### src/rtl/pipe_chain.sv
// pipe_chain: lock-step register chain with per-stage stall/flush, output backpressure and bubble counting
module pipe_chain #(
    parameter int WIDTH = 32,
    parameter int DEPTH = 4,
    parameter int CNT_W = 16
) (
    input  logic                     clk_i,
    input  logic                     rst_i,
    input  logic                     in_valid_i,
    input  logic [WIDTH-1:0]         in_data_i,
    output logic                     in_ready_o,
    input  logic [DEPTH-1:0]         stall_i,
    input  logic [DEPTH-1:0]         flush_i,
    output logic                     out_valid_o,
    output logic [WIDTH-1:0]         out_data_o,
    input  logic                     out_ready_i,
    output logic [DEPTH-1:0]         stage_valid_o,
    output logic [DEPTH*WIDTH-1:0]   stage_data_o,
    output logic [CNT_W-1:0]         bubble_cnt_o
);
    logic [DEPTH-1:0]            vld;
    logic [DEPTH-1:0][WIDTH-1:0] dat;
    logic [DEPTH-1:0]            hold;
    logic                        acc;
    logic                        bubble;
    logic [CNT_W-1:0]            cnt;
    always_comb begin
        hold = '0;
        acc = vld[DEPTH-1] & ~out_ready_i;
        for (int k = DEPTH-1; k >= 0; k--) begin
            acc = acc | stall_i[k];
            hold[k] = acc;
        end
    end
    assign bubble        = |(hold[DEPTH-2:0] & ~hold[DEPTH-1:1]);
    assign in_ready_o    = ~hold[0];
    assign out_valid_o   = vld[DEPTH-1];
    assign out_data_o    = dat[DEPTH-1];
    assign stage_valid_o = vld;
    assign stage_data_o  = dat;
    assign bubble_cnt_o  = cnt;
    always_ff @(posedge clk_i) begin
        if (rst_i) begin
            vld <= '0;
            dat <= '0;
            cnt <= '0;
        end else begin
            if (flush_i[0]) begin
                vld[0] <= 1'b0;
                dat[0] <= '0;
            end else if (!hold[0]) begin
                vld[0] <= in_valid_i;
                dat[0] <= in_valid_i ? in_data_i : '0;
            end
            for (int k = 1; k < DEPTH; k++) begin
                if (flush_i[k]) begin
                    vld[k] <= 1'b0;
                    dat[k] <= '0;
                end else if (!hold[k]) begin
                    vld[k] <= hold[k-1] ? 1'b0 : vld[k-1];
                    dat[k] <= hold[k-1] ? '0 : dat[k-1];
                end
            end
            if (bubble && !(&cnt)) cnt <= cnt + CNT_W'(1);
        end
    end
endmodule

### config.mk
export PLATFORM = sky130hd
export DESIGN_NAME = pipe_chain
export DESIGN_NICKNAME = d
export VERILOG_FILES = /design/src/rtl/pipe_chain.sv
export SDC_FILE = /design/constraint.sdc
export NUM_CORES = 1
export LEC_CHECK = 0
export CORE_ASPECT_RATIO = 0.7
export CORE_MARGIN = 2
export CORE_UTILIZATION = 47
export CTS_CLUSTER_SIZE = 16
export DETAILED_ROUTE_END_ITERATION = 16
export PLACE_DENSITY_LB_ADDON = 0.05
export SYNTH_ARGS = -nofsm -noshare
export SYNTH_HDL_FRONTEND = slang
export SYNTH_SLANG_ARGS = --single-unit
### constraint.sdc
create_clock -name clk_i -period 4.2 [get_ports clk_i]
set_input_delay 1.05 -clock clk_i [delete_from_list [all_inputs] [get_ports clk_i]]
set_output_delay 1.05 -clock clk_i [all_outputs]
set_load 0.01 [all_outputs]
Metal 3:
Cells faint in the background.
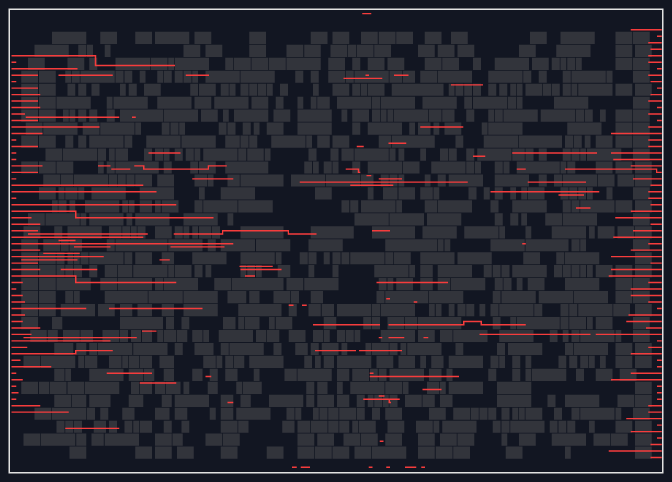
The longest straight run is 46.2 µm. The layer carries 1,410 µm of wire. The layer holds 8.0% of the routed length. 173 nets have wire on it. The wires run mostly horizontal.

Routing congestion map:
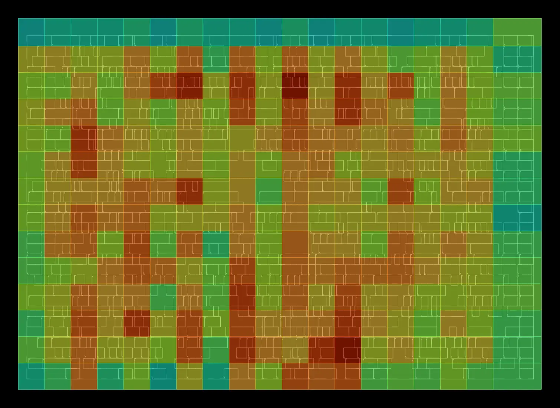
met2 routing resource usage after global routing: 44.5%
utilization after layout: 71.1%
layer with the highest usage after global routing: met2
wire length per cell after detailed routing: 17.1 µm
global-route track usage on met3: 6.76%

==> qor.rpt <==
STA
--------------------------------------------------------------------------------------------------------
RSZ-0062 raised after global routing                                                                  no
Total negative setup slack                                                                          0 ns
Final hold viol count                                                                                  0
Final-report setup violation count                                                                     0
Maximum clock rate                                                                             0.251 GHz
Worst hold slack                                                                                0.467 ns
Actual transition at the worst max-transition pin                                               0.943 ns
Relative slew slack                                                                                36.9%
Largest clock skew in the final design                                                        0.00887 ns

CLOCKING
--------------------------------------------------------------------------------------------------------
Max Buffers Root-to-Sink                                                                               2
Number of buffers inserted by post-CTS setup repair                                                    0
H-tree levels                                                                                          4
Clock latency reported for the late side of the worst-skew pair                                  0.41 ns
Root Buffer Master                                                                             clkbuf_16
Post-CTS clock slew at the launch and capture registers of the worst setup and hold paths        0.06 ns
Clock net sink count                                                                                 148

POWER AND IR DROP
--------------------------------------------------------------------------------------------------------
Overall Power                                                                                    3.14 mW
Top pwr grp                                                                                        clock
Share of power burned in combinational logic                                                        4.7%
Internal Pwr Total                                                                               2.45 mW
Total clock network power                                                                        1.58 mW
Relative contribution of sequential cells to total power                                           45.0%

YOSYS
--------------------------------------------------------------------------------------------------------
Cell count in the Yosys report                                                                       698
YS warnings                                                                                            0
Number of standard cells after synthesis                                                             698
Post-synthesis chip area from yosys                                                             5800 µm²
Number of distinct standard cells referenced by the synthesized netlist                               32
Flip-flop and latch count after synthesis                                                            148

FINISH
--------------------------------------------------------------------------------------------------------
Number of nets at the end of the flow                                                                908
Largest cell class by area                                                                  sequential cells
Ratio of cells with drive above 1 in the final layout                                              6.17%
# diodes                                                                                               0
Seq area share                                                                                     35.1%
Logic Gate Count                                                                                     454
Top logic cells by instance count in the layout                                             clkdlybuf4s50_1 (225), dfxtp_1 (148), a21oi_1 (111), nand2_1 (108), nand3_1 (103)
Relative area of non-clock buffer cells in the final design                                        27.7%
Reg area                                                                                        2960 µm²
Flip-flop count of the largest register, all copies and words added                                   96
Post-synthesis to final-layout area growth                                                         45.6%
Final standard cell area without fillers                                                        8450 µm²
Invs w/o clock                                                                                         5

GRT
--------------------------------------------------------------------------------------------------------
Number of antenna violations at the first check in global routing                                      0
Number of global-route vias before repair                                                          5,459
Global-route wire length before repair                                                           28.3 mm
GRT Resource Usage Total                                                                           26.9%
Largest net degree at the start of global routing                                                     67

CRITICAL PATH
--------------------------------------------------------------------------------------------------------
Setup slack, reg-to-reg                                                                          1.85 ns
Critical register-to-register path endpoint                                                 bubble_cnt_o[15]
Critical-path cell list                                                                     clkdlybuf4s50_1 -> or3_1 -> or3_1 -> clkinv_2 -> clkdlybuf4s50_1
Required time worst endpoint                                                                     3.15 ns
Worst Setup Path Type                                                                             in2out
Worst setup SP type                                                                         primary input
Crit path launch                                                                              stall_i[2]
Critical path arrival                                                                            2.93 ns
Beginning of the worst register-to-register path                                            stage_valid_o[3]

DRT
--------------------------------------------------------------------------------------------------------
Length of the first detailed-routing pass in iterations                                                5
DRC violation total after the first TritonRoute iteration                                            374
Met3 WL post-DR                                                                                  1.41 mm
Avg Vias per Cell                                                                                   5.60
Top Layer Used                                                                                      met4
Number of design rule violations left after detail routing                                             0
Amount of wire on met2 after detailed routing                                                    8.33 mm

DIE
--------------------------------------------------------------------------------------------------------
Core Density at Floorplan                                                                          48.8%
Die span in x                                                                                     137 µm
Floorplan Core Area                                                                           11,900 µm²
Ports placed on the boundary                                                                         226
Floorplan row count                                                                                   33
Die height                                                                                       97.0 µm

HOLD PATH
--------------------------------------------------------------------------------------------------------
Worst hold path cell count                                                                             2
Hold crit path type                                                                              reg2reg
Worst hold path startpoint                                                                  out_data_o[28]
Capture endpoint of the worst hold path                                                     out_data_o[28]

PLACEMENT
--------------------------------------------------------------------------------------------------------
Placed instance area                                                                            7840 µm²

STATUS
--------------------------------------------------------------------------------------------------------
Run status                                                                                     completed

JOB
--------------------------------------------------------------------------------------------------------
Maximum capacitance violations                                                                         0

## logic make-up (layout without fill, tap and decap cells)
family / after synthesis / count (layout) / share of synthesized area [%]
adder cells (fa/ha/maj): 1 / 1 / 0.216
multiplexers: 4 / 4 / 0.776
buffers and inverters: 96 / 273 / 9.18
AND/OR/NAND/NOR: 292 / 292 / 23.4
flip-flops: 148 / 148 / 51.0
AND-OR/OR-AND: 157 / 157 / 15.4
## through the flow
step,util (%),worst slack (ns),instances
6_report,71.1,0.216,1032
5_1_grt,71.1,0.179,1032
3_3_place_gp,65.9,0.254,1001
4_1_cts,71.1,0.232,1032
2_1_floorplan,-,0.975,698
3_5_place_dp,65.9,0.248,1001
## cell usage after synthesis
cell type | n | area, µm²
mux2_2 | 4 | 45.0
nor2b_1 | 5 | 31.3
inv_1 | 2 | 7.51
o21ai_0 | 3 | 15.0
a22oi_1 | 33 | 248
and4_1 | 5 | 43.8
buf_8 | 1 | 15.0
o31ai_1 | 9 | 67.6
nor4_1 | 4 | 25.0
or4_1 | 8 | 60.1
nor2_1 | 38 | 143
buf_6 | 3 | 33.8
buf_1 | 2 | 7.51
clkinv_1 | 2 | 7.51
or3b_2 | 1 | 8.76
dfxtp_1 | 148 | 2960
a21oi_1 | 111 | 556
and2_1 | 1 | 6.26
nand4_1 | 5 | 31.3
nand3_1 | 103 | 515
buf_4 | 33 | 248
clkinv_2 | 1 | 5.00
clkbuf_1 | 41 | 154
nand2_1 | 108 | 405
a211o_1 | 1 | 8.76
nor3_1 | 1 | 5.00
buf_2 | 11 | 55.1
nand2b_1 | 1 | 6.26
and3_1 | 3 | 18.8
ha_1 | 1 | 12.5
or2_2 | 4 | 25.0
or3_1 | 5 | 31.3
## critical path: cells and delay by family
kind | cells | cell delay, ns
buffers and inverters | 3 | 1.09
and+or+nand+nor | 2 | 0.79
No activity file was given, so power comes from the tool's default toggle rates.
